==> src/rtl/ppm_tx_multi.sv <==
// M-ary pulse-position modulator: one pulse of SLOT_CYCLES clocks per frame,
// placed in the slot selected by the symbol, with optional trailing guard slots.
`timescale 1ns/1ps
module ppm_tx_multi #(
  parameter int unsigned SLOT_CYCLES  = 120,
  parameter int unsigned BITS_PER_SYM = 2,
  parameter int unsigned GUARD_SLOTS  = 0,
  parameter bit          ACTIVE_LOW   = 1'b0
) (
  input  logic                    clk,
  input  logic                    reset_n,
  input  logic                    en,
  input  logic [BITS_PER_SYM-1:0] sym_data,
  input  logic                    sym_valid,
  output logic                    sym_ready,
  output logic                    ppm_out,
  output logic                    busy,
  output logic                    sym_done,
  output logic [15:0]             sym_count
);

  localparam int unsigned M         = 1 << BITS_PER_SYM;
  localparam int unsigned N_SLOTS   = M + GUARD_SLOTS;
  localparam int unsigned CW        = $clog2(SLOT_CYCLES);
  localparam int unsigned SW        = $clog2(N_SLOTS);
  localparam logic [CW-1:0] CYC_LAST  = CW'(SLOT_CYCLES - 1);
  localparam logic [SW-1:0] SLOT_LAST = SW'(N_SLOTS - 1);

  if (SLOT_CYCLES < 2 || SLOT_CYCLES > 65535) begin : g_bad_slot_cycles
    $error("ppm_tx_multi: SLOT_CYCLES out of range 2..65535");
  end
  if (BITS_PER_SYM < 1 || BITS_PER_SYM > 4) begin : g_bad_bits
    $error("ppm_tx_multi: BITS_PER_SYM out of range 1..4");
  end
  if (GUARD_SLOTS > 7) begin : g_bad_guard
    $error("ppm_tx_multi: GUARD_SLOTS out of range 0..7");
  end

  typedef enum logic {
    S_IDLE = 1'b0,
    S_SEND = 1'b1
  } state_t;

  state_t                  r_state,     w_state_nxt;
  logic [CW-1:0]           r_cyc,       w_cyc_nxt;
  logic [SW-1:0]           r_slot,      w_slot_nxt;
  logic [BITS_PER_SYM-1:0] r_active,    w_active_nxt;
  logic                    r_hold_full, w_hold_full_nxt;
  logic [BITS_PER_SYM-1:0] r_hold_data;
  logic                    r_ppm,       w_ppm_nxt;
  logic [15:0]             r_sym_count;

  logic w_accept;
  logic w_cyc_wrap;
  logic w_last;
  logic w_start;

  assign w_accept   = sym_valid && !r_hold_full;
  assign w_cyc_wrap = (r_cyc == CYC_LAST);
  assign w_last     = (r_state == S_SEND) && w_cyc_wrap && (r_slot == SLOT_LAST);
  // A frame may start from IDLE or directly after the last cycle of the
  // previous one; a symbol arriving in that same cycle bypasses the hold register.
  assign w_start    = en && (r_hold_full || w_accept) && ((r_state == S_IDLE) || w_last);

  always_comb begin
    // NOTE: every signal gets a default first so no path leaves it unassigned (no latch).
    w_state_nxt     = r_state;
    w_cyc_nxt       = r_cyc;
    w_slot_nxt      = r_slot;
    w_active_nxt    = r_active;
    w_hold_full_nxt = r_hold_full;

    if (w_start) begin
      w_state_nxt     = S_SEND;
      w_cyc_nxt       = '0;
      w_slot_nxt      = '0;
      w_active_nxt    = r_hold_full ? r_hold_data : sym_data;
      w_hold_full_nxt = 1'b0;
    end else begin
      if (w_accept) begin
        w_hold_full_nxt = 1'b1;
      end
      if (w_last) begin
        w_state_nxt = S_IDLE;
        w_cyc_nxt   = '0;
        w_slot_nxt  = '0;
      end else if (r_state == S_SEND) begin
        w_cyc_nxt = w_cyc_wrap ? '0 : r_cyc + 1'b1;
        if (w_cyc_wrap) begin
          w_slot_nxt = r_slot + 1'b1;
        end
      end
    end

    // Output is registered from next-state values so it lines up with the slot.
    w_ppm_nxt = ((w_state_nxt == S_SEND) && (w_slot_nxt == SW'(w_active_nxt))) ^ ACTIVE_LOW;
  end

  always_ff @(posedge clk or negedge reset_n) begin
    if (!reset_n) begin
      r_state     <= S_IDLE;
      r_cyc       <= '0;
      r_slot      <= '0;
      r_active    <= '0;
      r_hold_full <= 1'b0;
      r_ppm       <= ACTIVE_LOW;
      r_sym_count <= '0;
    end else begin
      // NOTE: sequential state uses non-blocking assignments so all flops update together.
      r_state     <= w_state_nxt;
      r_cyc       <= w_cyc_nxt;
      r_slot      <= w_slot_nxt;
      r_active    <= w_active_nxt;
      r_hold_full <= w_hold_full_nxt;
      r_ppm       <= w_ppm_nxt;
      if (w_last) begin
        r_sym_count <= r_sym_count + 16'd1;
      end
    end
  end

  // NOTE: hold data has no reset; r_hold_full guards every use of it.
  always_ff @(posedge clk) begin
    if (w_accept) begin
      r_hold_data <= sym_data;
    end
  end

  assign sym_ready = !r_hold_full;
  assign ppm_out   = r_ppm;
  assign busy      = (r_state == S_SEND);
  assign sym_done  = w_last;
  assign sym_count = r_sym_count;

endmodule

==> config.mk <==
export PLATFORM = sky130hd
export DESIGN_NAME = ppm_tx_multi
export DESIGN_NICKNAME = d
export VERILOG_FILES = /design/src/rtl/ppm_tx_multi.sv
export SDC_FILE = /design/constraint.sdc
export NUM_CORES = 1
export LEC_CHECK = 0
export ABC_AREA = 1
export CORE_MARGIN = 4
export CORE_UTILIZATION = 40
export DETAILED_ROUTE_END_ITERATION = 7
export GPL_TIMING_DRIVEN = 1
export SYNTH_ARGS = -nofsm -noshare
export SYNTH_HDL_FRONTEND = slang
export SYNTH_SLANG_ARGS = --single-unit
==> constraint.sdc <==
create_clock -name clk -period 2.13 [get_ports clk]
set_clock_uncertainty 0.05 [all_clocks]
set_input_delay 0.213 -clock clk [delete_from_list [all_inputs] [get_ports clk]]
set_output_delay 0.213 -clock clk [all_outputs]
set_load 0.01 [all_outputs]
Run 1, metal layers overlaid:
Scale: 8 px per um. Two of the layers only.
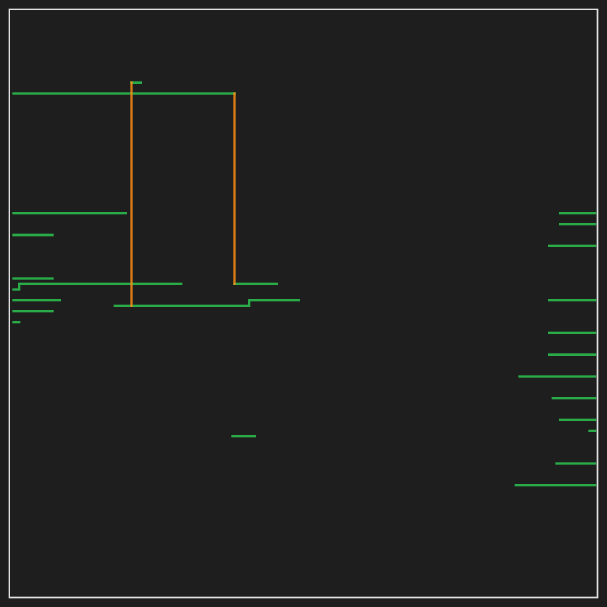
Orange stands for met4, wire length 51.7 um. Green stands for met3, wire length 183 um.
GRT Total Usage: 13.9%
Wirelength per Cell: 11.3 um
DR vias: 1,334
DRT Wirelength: 3170 um

Run 1, a small window of the routed layout:
Region (45, 45) to (65, 65) um. Cells in gray, sequential cells in the stronger gray; small squares are vias.
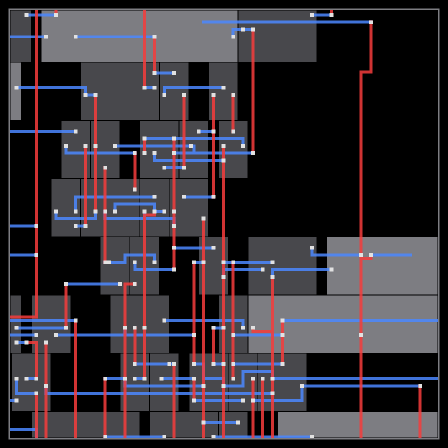
Blue stands for met1. Red stands for met2.
29 logic cells have their middle in the window. Sequential cells in the window: 3. Most frequent: nand2_1 (9), inv_1 (3), dfrtp_1 (3). Netlist names of flops here include sym_count (3).

==> flow_summary.json, run 1 <==
{
  "outcome": "finished clean",
  "adder_share_pct": 2.20,
  "ant_nets": 0,
  "worstPathCellList": "ha_1 -> nand2_2 -> nor2_2 -> nand3_1 -> nor2_1 -> dlygate4sd2_1",
  "hold_viol": 0,
  "cts.sinks": 32,
  "netlist_area_um2": 1710,
  "ys_area_um2": 1710,
  "grt_pass1_wl_um": 5660,
  "arrival_ps": 1700,
  "cts_tree": "built",
  "synthAoiAreaFrac_pct": 5.13,
  "relSlewSlack_pct": 73.5,
  "p_comb_share_pct": 2.2,
  "ys_sh_mux_pct": 0.586,
  "r2r_end": "sym_count[12]",
  "power_leader": "sequential cells",
  "hold_slack_ps": 268,
  "synthXorXnorAreaFrac_pct": 7.18,
  "place_hpwl_um": 2430,
  "antennaDiodeCount": 0,
  "tightest_slew_ps": 393,
  "path_class": "reg -> out",
  "grt_start_max_net_pins": 31,
  "grt_pass1_vias": 1328,
  "synth_cells": 195,
  "numSynthFlops": 32,
  "critPathMaxStageDelay_ps": 390,
  "seq-power_mw": 0.613,
  "viasPerCell": 4.78,
  "dieArea_um2": 5380,
  "critPathLaunchType": "flip-flop",
  "ios": 26,
  "ys_types": 31,
  "switchingPower_mw": 0.238,
  "hold_path.class": "in -> async",
  "p_int_mw": 0.880,
  "power.density_nw_per_um2": 527,
  "maxCapViolCount": 0,
  "cp-end-kind": "output pin",
  "crit-reg2reg-launch": "r_cyc[0]",
  "warning_count": 26,
  "drcViolationCount": 0,
  "yosys_warnings": 0,
  "cts_buffer_depth": 2,
  "clkPwrFrac_pct": 43.0,
  "layout_setup_ws_ps": 163,
  "tns_ps": 0,
  "syn_avg_cell_area_um2": 8.76,
  "top_area_cell": "dfrtp_1",
  "syn_nets": 204,
  "core_area_um2": 4060,
  "seqPwrFrac_pct": 54.8,
  "setup_viol": 0,
  "area_growth_pct": 24.2,
  "cts_htree_levels": 2,
  "peakVddDrop_mv": 0.357,
  "fp_util_pct": 42.1,
  "top_logic_kind": "simple AND/OR/NAND/NOR gates",
  "ys_cells": 195,
  "worstPathMaxFanout": 4,
  "gp_congestion": 0.758,
  "p_leak_nw": 1.06,
  "yosysSeqAreaShare_pct": 47.5,
  "path_clk_slew_ps": 70,
  "rsz0062_at_grt": "no",
  "clock-root-buffer": "clkbuf_8",
  "grt_antenna_before_repair": 0,
  "simple_gate_share_pct": 30.8,
  "finalNetCount": 237,
  "period_minus_slack_ps": 1970,
  "swShare_pct": 21.3,
  "period_used_pct": 92.4,
  "pre_cts_slack_ps": 184,
  "cts_setup_buffers": 0,
  "cts_made_buffers": 5,
  "drt-pass1-iter-count": 4,
  "critPathSlowestCell": "dfrtp_1",
  "top_area_share_pct": 44.0,
  "cp.buffers_inverters": 1,
  "die_h_um": 73.3
}
Run 1, signal wires on met2:
Scale: 4 px per um. Cells faint in the background.
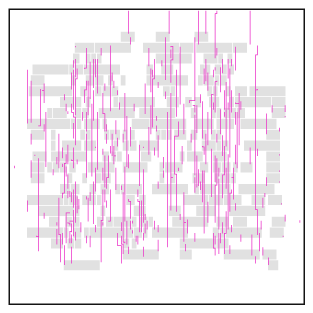
The longest straight run is 38.6 um. The layer carries 1,470 um of wire. The wires run mostly vertical. 189 nets have wire on it. The layer holds 47% of the routed length.

run 1: state kept, by name, summed over array words and instances (netlist names):
register	cells
busy	1
r_slot	2
sym_count	16
ppm_out	1
r_cyc	7
r_hold_full	1
r_active	2
r_hold_data	2
run 1: how the worst max path moves through the flow:
stage | startpoint | end | slack [ps] | cells past startpoint
floorplan | r_cyc[0] | sym_count[12] | 580 | 10
global placement | r_cyc[0] | sym_done | 210 | 6
detailed placement | r_cyc[0] | sym_done | 180 | 6
CTS | r_cyc[0] | sym_done | 130 | 6
global route | r_cyc[0] | sym_done | 30 | 6
finish | r_cyc[0] | sym_done | 160 | 6
run 1: synthesized netlist by cell type:
| cell | count |
|---|---|
| dfrtp_1 | 30 |
| buf_2 | 1 |
| nor3_1 | 6 |
| nand3_4 | 1 |
| inv_1 | 28 |
| o21bai_4 | 1 |
| inv_2 | 1 |
| o21ai_0 | 7 |
| nand4_1 | 5 |
| o21ai_1 | 1 |
| nor3_2 | 1 |
| nand2_1 | 41 |
| nand3_1 | 17 |
| nor2_4 | 3 |
| nand2_2 | 5 |
| nor2_2 | 3 |
| xor2_1 | 7 |
| ha_1 | 3 |
| nor3b_1 | 1 |
| nor4_1 | 1 |
| mux2i_1 | 1 |
| and2_1 | 1 |
| nand3b_1 | 2 |
| a211oi_1 | 1 |
| edfxtp_1 | 2 |
| a21oi_1 | 3 |
| nand2_4 | 1 |
| nor2_1 | 10 |
| o22ai_1 | 1 |
| xnor2_1 | 7 |
| nand3_2 | 3 |
run 1: layout by cell type, fill, tap and decap left out, types with 2 or more instances in the layout:
| master | Yosys | layout |
|---|---|---|
| clkbuf_8 | 0 | 6 |
| nand3_2 | 3 | 3 |
| nand4_1 | 5 | 5 |
| buf_4 | 0 | 2 |
| nand3_1 | 17 | 17 |
| nand2_2 | 5 | 5 |
| nor2_2 | 3 | 3 |
| xor2_1 | 7 | 7 |
| nor3_1 | 6 | 6 |
| edfxtp_1 | 2 | 2 |
| xnor2_1 | 7 | 7 |
| inv_1 | 28 | 28 |
| ha_1 | 3 | 3 |
| dfrtp_1 | 30 | 30 |
| clkdlybuf4s50_1 | 0 | 24 |
| nor2_1 | 10 | 10 |
| nand2_1 | 41 | 41 |
| nor2_4 | 3 | 3 |
| nand3b_1 | 2 | 2 |
| o21ai_0 | 7 | 7 |
| clkinv_2 | 0 | 2 |
| a21oi_1 | 3 | 3 |
run 1: area by class of cell:
class | instances | area, um^2
sequential | 32 | 811
tap | 50 | 62.6
multi-input combinational | 133 | 783
timing repair buffer | 27 | 264
fill | 390 | 1940
clock inverter | 2 | 10.0
inverter | 29 | 109
clock buffer | 6 | 82.6
run 1: routing by layer:
layer | track usage (%) | wire [um]
met1 | 16.1 | 1460
met2 | 23.1 | 1470
met3 | 4.38 | 183
met4 | 6.64 | 51
met5 | 0 | 0
run 1: metrics by stage:
step | utilization, % | cells | power (mW) | instance area, um^2
final | 52.3 | 279 | 1.12 | 2120
after global placement | 50.0 | 271 | 0.650 | 2030
after global routing | 52.3 | 279 | 1.17 | 2120
after CTS | 52.3 | 279 | 1.14 | 2120
after floorplan | - | 195 | 0.627 | 1710
after detailed placement | 50.0 | 271 | 0.650 | 2030
Run 1, I/O nets highlighted:
Scale: 4 px per um.
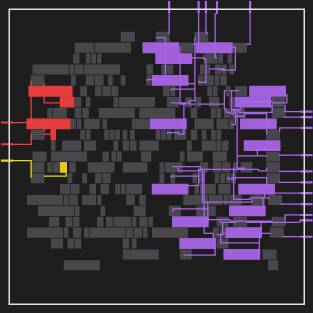

--- run 2 (diff from run 1) ---
--- a/config.mk
+++ b/config.mk
@@ -7,7 +7,7 @@
 export LEC_CHECK = 0
 export ABC_AREA = 1
 export CORE_MARGIN = 4
-export CORE_UTILIZATION = 40
+export CORE_UTILIZATION = 30
 export DETAILED_ROUTE_END_ITERATION = 7
 export GPL_TIMING_DRIVEN = 1
 export SYNTH_ARGS = -nofsm -noshare
Run 2, I/O nets highlighted:
Scale: 4 px per um.
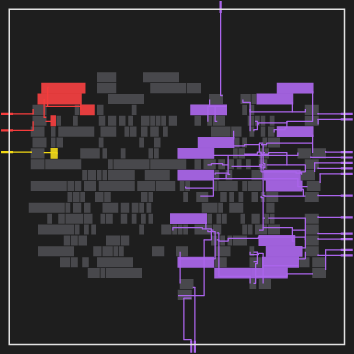
Yellow stands for en, bits 1, direction input, end cells 1, buffers 1, wire 8.60 um. Red stands for sym_data, bits 2, direction input, end cells 4, buffers 2, wire 34.8 um. Purple stands for sym_count, bits 16, direction output, end cells 16, buffers 16, wire 604 um.
num ports: 26
IO Port Bufs: 25

Run 2, a small window of the routed layout:
Region (53, 53) to (73, 73) um. Cells in gray, sequential cells in the stronger gray; small squares are vias.
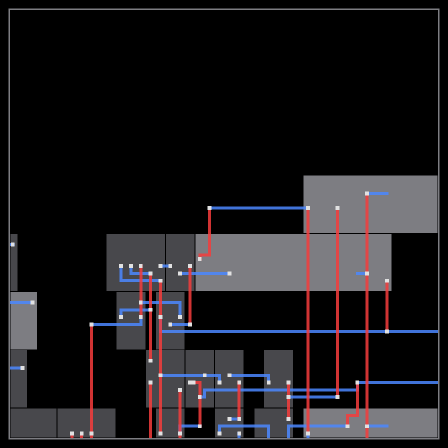
Red stands for met2. Blue stands for met1.
Netlist names of flops here include sym_count (3). Sequential cells in the window: 3. 15 logic cells have their middle in the window. Most frequent: nand2_1 (6), dfrtp_1 (3), nand3b_1 (2).

==> run 2 against run 1 <==
Effect of this change:
- worst hold slack gained 2.9 ps
- fmax is 1.5% higher
- non-clock buffer count unchanged
- total power is 0.22% lower
- cell count up 7.9%
- flip-flop count stayed put
- sequential share of layout area fell by 0.45 points
- combinational power hardly changed
==> flow_summary.json, run 2 <==
{
  "ys_sh_mux_pct": 0.586,
  "cts_made_buffers": 5,
  "async_flop_share_pct": 93.8,
  "cts_htree_levels": 2,
  "drcViolationCount": 0,
  "p_leak_nw": 1.06,
  "top_logic_kind": "simple AND/OR/NAND/NOR gates",
  "cts_tree": "built",
  "top_cells_by_count": "nand2_1 (41), dfrtp_1 (30), inv_1 (28), nand3_1 (17), nor2_1 (10)",
  "die_w_um": 83.5,
  "gp_congestion": 0.790,
  "yosys_warnings": 0,
  "layout_setup_ws_ps": 191,
  "area_growth_pct": 25.7,
  "cp.required_ps": 1870,
  "place_hpwl_um": 2490,
  "numSynthFlops": 32,
  "path_clk_slew_ps": 70,
  "grt_use_total_pct": 10.3,
  "tns_ps": 0,
  "critPathLaunchType": "flip-flop",
  "ant_nets": 0,
  "fp_util_pct": 31.0,
  "via_count": 1326,
  "switchingPower_mw": 0.229,
  "ys_types": 31,
  "dieArea_um2": 6960,
  "viasPerCell": 4.41,
  "swShare_pct": 20.6,
  "die_h_um": 83.5,
  "ys_area_um2": 1710,
  "syn_nets": 204,
  "lay_top_cells": "nand2_1 (41), dfrtp_1 (30), inv_1 (28)",
  "netlist_area_um2": 1710,
  "grt_start_max_net_pins": 31,
  "p_comb_share_pct": 2.2,
  "maxCapViolCount": 0,
  "arrival_ps": 1680,
  "top_cell": "nand2_1",
  "simple_gate_share_pct": 30.8,
  "routedWlPerCell_um": 10.8,
  "edf_count": 2,
  "top_area_cell": "dfrtp_1",
  "ys_cells": 195,
  "outcome": "finished clean",
  "period_minus_slack_ps": 1940,
  "core_area_um2": 5510,
  "worstPathMaxFanout": 4,
  "wl_um": 3260,
  "seqPwrFrac_pct": 55.0,
  "layout_top_cell": "nand2_1",
  "synthAoiAreaFrac_pct": 5.13,
  "warning_count": 26,
  "peakVddDrop_mv": 0.370,
  "period_used_pct": 91.0,
  "flop_cell": "dfrtp_1",
  "yosysSeqAreaShare_pct": 47.5,
  "synthXorXnorAreaFrac_pct": 7.18,
  "grt_antenna_before_repair": 0,
  "finalNetCount": 237,
  "cts_buffer_depth": 2,
  "fillers": 571,
  "relSlewSlack_pct": 72.0,
  "p_int_mw": 0.886,
  "grt_pass1_wl_um": 5840,
  "clock-root-buffer": "clkbuf_8",
  "drive_gt1_share_pct": 11.8,
  "tightest_slew_ps": 416,
  "adder_share_pct": 2.20,
  "largest_reg_flops": 16,
  "clkPwrFrac_pct": 42.9,
  "drt-pass1-iter-count": 4,
  "pre_cts_slack_ps": 196,
  "cts.sinks": 32,
  "syn_avg_cell_area_um2": 8.76,
  "top_area_share_pct": 44.0,
  "hold_path.class": "in -> async",
  "path_class": "reg -> out",
  "hold_viol": 0,
  "setup_viol": 0,
  "grt_pass1_vias": 1342,
  "rsz0062_at_grt": "no",
  "synth_cells": 195,
  "power.density_nw_per_um2": 519
}
==> run 2: final timing paths <==
check,start,end,slack [ps],depth (start not counted)
worst min register to register,sym_count[4],sym_count[4],460,1
min in group clk,sym_count[4],sym_count[4],460,1
worst max register to register,r_cyc[0],sym_count[12],310,10
worst min-delay path,reset_n,sym_count[4],270,2
max in group asynchronous,reset_n,ppm_out,1480,2
worst max-delay path,r_cyc[0],sym_done,190,6
==> run 2: repair_timing <==
action	CTS	global route
buffers inserted	0	0
endpoints found under the hold margin	0	0
gates resized	1	0
endpoints found under the setup margin	1	0
==> run 2: cell families (layout without fill, tap and decap cells) <==
logic type | Yosys count | after routing
AOI/OAI and AO/OA | 14 | 14
xor gates and xnor gates | 14 | 14
adders and majority gates | 3 | 3
buffers and inverters | 30 | 64
DFF | 32 | 32
muxes | 1 | 1
and+or+nand+nor | 101 | 101
==> run 2: area by class of cell <==
class | count | area, um^2 | share of cell area, %
timing repair buffer | 27 | 264 | 12.3
multi-input combinational | 133 | 783 | 36.5
sequential | 32 | 811 | 37.8
clock buffer | 8 | 90.1 | 4.20
tap | 72 | 90.1 | 4.20
inverter | 29 | 109 | 5.07
==> run 2: power groups by stage <==
stage	clock [mW]	sequential, mW	combinational, mW
after global placement	0	0.624	0.0254
after floorplan	0	0.625	0.00262
after global routing	0.522	0.612	0.0282
after CTS	0.497	0.613	0.0258
after detailed placement	0	0.624	0.0258
final	0.478	0.613	0.0242
==> run 2: through the flow <==
stage	cell area [um^2]	hold WS (ps)	instances	util, %	power, mW
2_1_floorplan	1710	-133	195	-	0.627
5_1_grt	2150	316	301	39.0	1.16
6_report	2150	271	301	39.0	1.12
3_3_place_gp	2060	439	293	37.4	0.650
4_1_cts	2150	286	301	39.0	1.14
3_5_place_dp	2060	456	293	37.4	0.650
==> run 2: critical path, stage by stage, from the launching register on <==
cell and delay [ps]:
dfrtp_1 390, ha_1 230, nand2_2 90, nor2_2 120, nand3_1 130, nor2_1 140, dlygate4sd2_1 290
==> run 2: per-layer routing <==
layer	GRT usage, %	routed length (um)	share of wire (%)	up-vias
met4	3.95	57	1.8	0
met2	17.9	1510	46	27
met1	11.8	1510	46	600
met3	3.16	181	5.6	7
met5	0	0	0	-
li1	-	-	-	692
No activity file was given, so power comes from the tool's default toggle rates.
